===== src/rtl/axis_upsizer_arbiter.sv =====
// axis_upsizer_arbiter: shares one AXI4-Stream upsizer between N_INPUTS narrow
// sources, holding each grant for one frame of cfg_data+1 words.
//
// Ports:
//   aclk, areset      clock, async active-high reset
//   cfg_data          words per frame minus 1, latched at grant
//   s_axis_tdata      flattened source data, source i at [i*W +: W]
//   s_axis_tvalid     per-source valid
//   s_axis_tready     per-source ready (granted source only)
//   m_axis_tdata      data to upsizer (combinational pass-through)
//   m_axis_tvalid     valid to upsizer
//   m_axis_tready     ready from upsizer
//   m_axis_tid        index of granted source (registered)
//   m_axis_tlast      high on final word of a frame
//   busy              high while a grant is held (registered)
//
// Build option: define AXIS_ARB_FIXED_PRIO_EN for fixed priority (lowest
// active index wins); default is round-robin.

module axis_upsizer_arbiter #(
  parameter int S_AXIS_TDATA_WIDTH = 32,
  parameter int N_INPUTS           = 4,
  parameter int ID_WIDTH           = $clog2(N_INPUTS)
) (
  input  logic                               aclk,
  input  logic                               areset,
  input  logic [15:0]                        cfg_data,
  input  logic [N_INPUTS*S_AXIS_TDATA_WIDTH-1:0] s_axis_tdata,
  input  logic [N_INPUTS-1:0]                s_axis_tvalid,
  output logic [N_INPUTS-1:0]                s_axis_tready,
  output logic [S_AXIS_TDATA_WIDTH-1:0]      m_axis_tdata,
  output logic                               m_axis_tvalid,
  input  logic                               m_axis_tready,
  output logic [ID_WIDTH-1:0]                m_axis_tid,
  output logic                               m_axis_tlast,
  output logic                               busy
);

  localparam int W = S_AXIS_TDATA_WIDTH;

  typedef enum logic {
    ST_IDLE,
    ST_GRANT
  } state_t;

  state_t              r_state;
  logic [ID_WIDTH-1:0] r_grant;
  logic [15:0]         r_len;
  logic [15:0]         r_cnt;
  logic                r_busy;

  logic [ID_WIDTH-1:0] w_start;
  logic [ID_WIDTH-1:0] w_win;
  logic                w_found;
  logic [W-1:0]        w_data;
  logic                w_valid;
  logic [N_INPUTS-1:0] w_ready;
  logic                w_beat;
  logic                w_end;

  // Search start point for the next grant.
`ifdef AXIS_ARB_FIXED_PRIO_EN
  always_comb begin
    w_start = '0;
  end
`else
  logic [ID_WIDTH-1:0] r_last;

  always_comb begin
    if (r_last == ID_WIDTH'(N_INPUTS - 1)) begin
      w_start = '0;
    end else begin
      w_start = r_last + ID_WIDTH'(1);
    end
  end
`endif

  // Winner = valid source with the smallest circular distance from w_start.
  always_comb begin
    int best;
    int d;
    best    = N_INPUTS;
    d       = 0;
    w_win   = '0;
    w_found = |s_axis_tvalid;
    for (int i = 0; i < N_INPUTS; i++) begin
      d = i - int'(w_start);
      if (d < 0) begin
        d = d + N_INPUTS;
      end
      if (s_axis_tvalid[i] && (d < best)) begin
        best  = d;
        w_win = ID_WIDTH'(i);
      end
    end
  end

  // Zero-latency pass-through of the granted source.
  always_comb begin
    w_data  = '0;
    w_valid = 1'b0;
    w_ready = '0;
    for (int i = 0; i < N_INPUTS; i++) begin
      if ((r_state == ST_GRANT) && (r_grant == ID_WIDTH'(i))) begin
        w_data     = s_axis_tdata[i*W +: W];
        w_valid    = s_axis_tvalid[i];
        w_ready[i] = m_axis_tready;
      end
    end
  end

  assign w_beat = w_valid & m_axis_tready;
  assign w_end  = (r_cnt == r_len);

  always_ff @(posedge aclk or posedge areset) begin
    if (areset) begin
      r_state <= ST_IDLE;
      r_grant <= '0;
      r_len   <= '0;
      r_cnt   <= '0;
      r_busy  <= 1'b0;
`ifndef AXIS_ARB_FIXED_PRIO_EN
      r_last  <= ID_WIDTH'(N_INPUTS - 1);
`endif
    end else begin
      unique case (r_state)
        ST_IDLE: begin
          if (w_found) begin
            r_grant <= w_win;
            r_len   <= cfg_data;
            r_cnt   <= '0;
            r_busy  <= 1'b1;
            r_state <= ST_GRANT;
          end
        end
        ST_GRANT: begin
          if (w_beat) begin
            r_cnt <= r_cnt + 16'd1;
            if (w_end) begin
              r_busy  <= 1'b0;
              r_state <= ST_IDLE;
`ifndef AXIS_ARB_FIXED_PRIO_EN
              r_last  <= r_grant;
`endif
            end
          end
        end
        default: r_state <= ST_IDLE;
      endcase
    end
  end

  assign s_axis_tready = w_ready;
  assign m_axis_tdata  = w_data;
  assign m_axis_tvalid = w_valid;
  assign m_axis_tlast  = w_end & w_valid;
  assign m_axis_tid    = r_grant;
  assign busy          = r_busy;

endmodule


===== config.mk =====
export PLATFORM = sky130hd
export DESIGN_NAME = axis_upsizer_arbiter
export DESIGN_NICKNAME = d
export VERILOG_FILES = /design/src/rtl/axis_upsizer_arbiter.sv
export SDC_FILE = /design/constraint.sdc
export NUM_CORES = 1
export LEC_CHECK = 0
export CAP_MARGIN = 15
export CORE_ASPECT_RATIO = 1.75
export CORE_MARGIN = 2
export CORE_UTILIZATION = 41
export CTS_CLUSTER_SIZE = 30
export DETAILED_ROUTE_END_ITERATION = 7
export PLACE_DENSITY = 0.85
export SLEW_MARGIN = 20
export SYNTH_ARGS = -nofsm -noshare
export SYNTH_HDL_FRONTEND = slang
export SYNTH_SLANG_ARGS = --single-unit

===== constraint.sdc =====
create_clock -name aclk -period 8.7 [get_ports aclk]
set_clock_uncertainty 0.05 [all_clocks]
set_input_delay 2.175 -clock aclk [delete_from_list [all_inputs] [get_ports aclk]]
set_output_delay 2.175 -clock aclk [all_outputs]
set_load 0.05 [all_outputs]

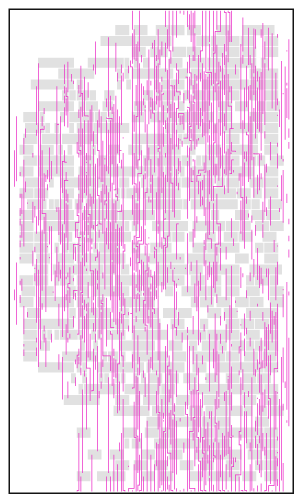
**Above:** run 1 (signal wires on met2).
(4 px per um)
share of all routed wire: 52%
wire length on this layer: 6340 um
main direction: vertical
nets with wire on the layer: 595
DRT Wirelength: 12200 um
via count: 3351

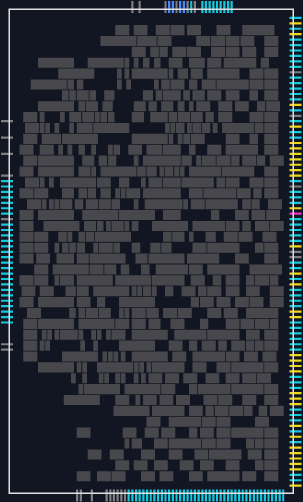
**Above:** run 1 (pin map).
(4 px per um) Pins as bars across the die edge, other pins in gray.
[m_axis_tdata] yellow | pins: 32 | direction: output | edge: east
[m_axis_tvalid] magenta | pins: 1 | direction: output | edge: east
[s_axis_tdata] cyan | pins: 128 | direction: input | edge: 49 east, 43 south, 26 west, 10 north
[s_axis_tvalid] blue | pins: 4 | direction: input | edge: north
die width: 70.6 um
buffers added on ports: 191
Die Y: 121 um

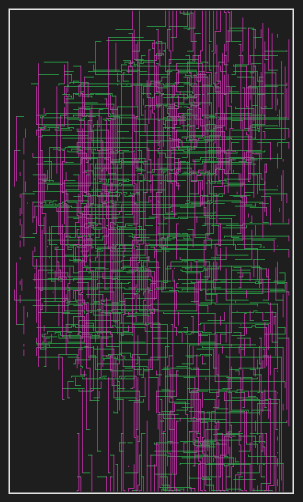
**Above:** run 1 (routed metal, one color a layer).
(4 px per um) Two of the layers only.
[met2] magenta | wire length: 6340 um
[met1] green | wire length: 4330 um
WL/cell: 20.7 um
Total GRT Usage: 28.8%

==> run notes, run 1 <==
yosys + openroad results -> status finished clean, Pwr Density 147 mW/mm^2, critical path capture point m_axis_tlast, Inverters excl. clock 12, worst hold path endpoint r_len[8], H-tree levels 2, non-clk buf share 36.8%, Hold Slack 0.447 ns, Iteration-0 DRC Markers 203, Clk pwr share 23.6%, reg2reg setup slack 5.20 ns, actual slew at the worst max-slew pin 1.02 ns, Seq/Total Area, Yosys 29.9%, DRT Pass-1 Iters 5, Synth logic family multiplexers, Clock-cell share 2.80%, Pre-Place Util 42.1%, most frequent logic cell in the layout clkdlybuf4s50_1, syn_nets 477, CP Class input pin to output port, antenna fix cells 0, clk sinks 38, clock buffer count 7, multi-input gate count 250, post-route insts no fill 591, top_reg_cell synth dfrtp_1, Reg2Reg Depth 14, top cell category multi-input combinational cells, met3 wire length 1190 um, CP Depth 5
**Run 1: placement view**

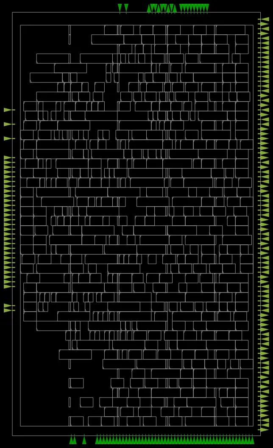

==> inputs of run 2 (changes only) <==
--- a/config.mk
+++ b/config.mk
@@ -8,10 +8,10 @@
 export CAP_MARGIN = 15
 export CORE_ASPECT_RATIO = 1.75
 export CORE_MARGIN = 2
-export CORE_UTILIZATION = 41
+export CORE_UTILIZATION = 38
 export CTS_CLUSTER_SIZE = 30
 export DETAILED_ROUTE_END_ITERATION = 7
-export PLACE_DENSITY = 0.85
+export PLACE_DENSITY = 0.8
 export SLEW_MARGIN = 20
 export SYNTH_ARGS = -nofsm -noshare
 export SYNTH_HDL_FRONTEND = slang
==> constraint.sdc (replaced) <==
create_clock -name aclk -period 6.04 [get_ports aclk]
set_clock_uncertainty 0.05 [all_clocks]
set_input_delay 1.51 -clock aclk [delete_from_list [all_inputs] [get_ports aclk]]
set_output_delay 1.51 -clock aclk [all_outputs]
set_load 0.05 [all_outputs]
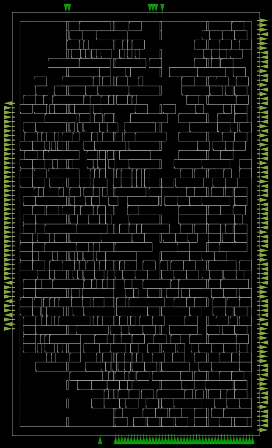
**Above:** run 2 (placement view).
FP Rows: 44
Fill cells: 671
core box area: 0.00820 mm^2
final core utilization: 65.1%

==> run 2 against run 1 <==
Effect of this change: die size grew 7.5%; area after synthesis is the same; cell area rose by 1.3%; critical path depth unchanged; critical endpoint unchanged; sequential share of layout area decreased by 0.18 points; power rose by 55%; sequential cell count is the same; routed wire length increased by 2.7%; highest routed layer unchanged; combinational power grew about 40%; utilization decreased by 4.6 points.
==> run notes, run 2 <==
yosys + openroad results -> antenna fix cells 0 (unchanged), clk sinks 38 (unchanged), CP Depth 5 (unchanged), DRT Wirelength 12600 um (+2.7%), most frequent logic cell in the layout clkdlybuf4s50_1, Iteration-0 DRC Markers 152 (-25%), WL/cell 21.1 um (+1.8%), Pre-Place Util 38.8% (-3.3 points), post-route insts no fill 596 (+0.85%), Total GRT Usage 28.2% (-0.59 points), non-clk buf share 36.5% (-0.32 points), CP Class input pin to output port, Die Y 125 um (+3.7%), via count 3329 (-0.66%), actual slew at the worst max-slew pin 0.986 ns (-0.0363 ns), multi-input gate count 250 (unchanged), syn_nets 477 (unchanged), clock buffer count 6 (-1), status finished clean, buffers added on ports 191 (unchanged), Reg2Reg Depth 14 (unchanged), top_reg_cell synth dfrtp_1, Seq/Total Area, Yosys 29.9% (unchanged), critical path capture point m_axis_tlast
Power is estimated from default activity; no workload was simulated.
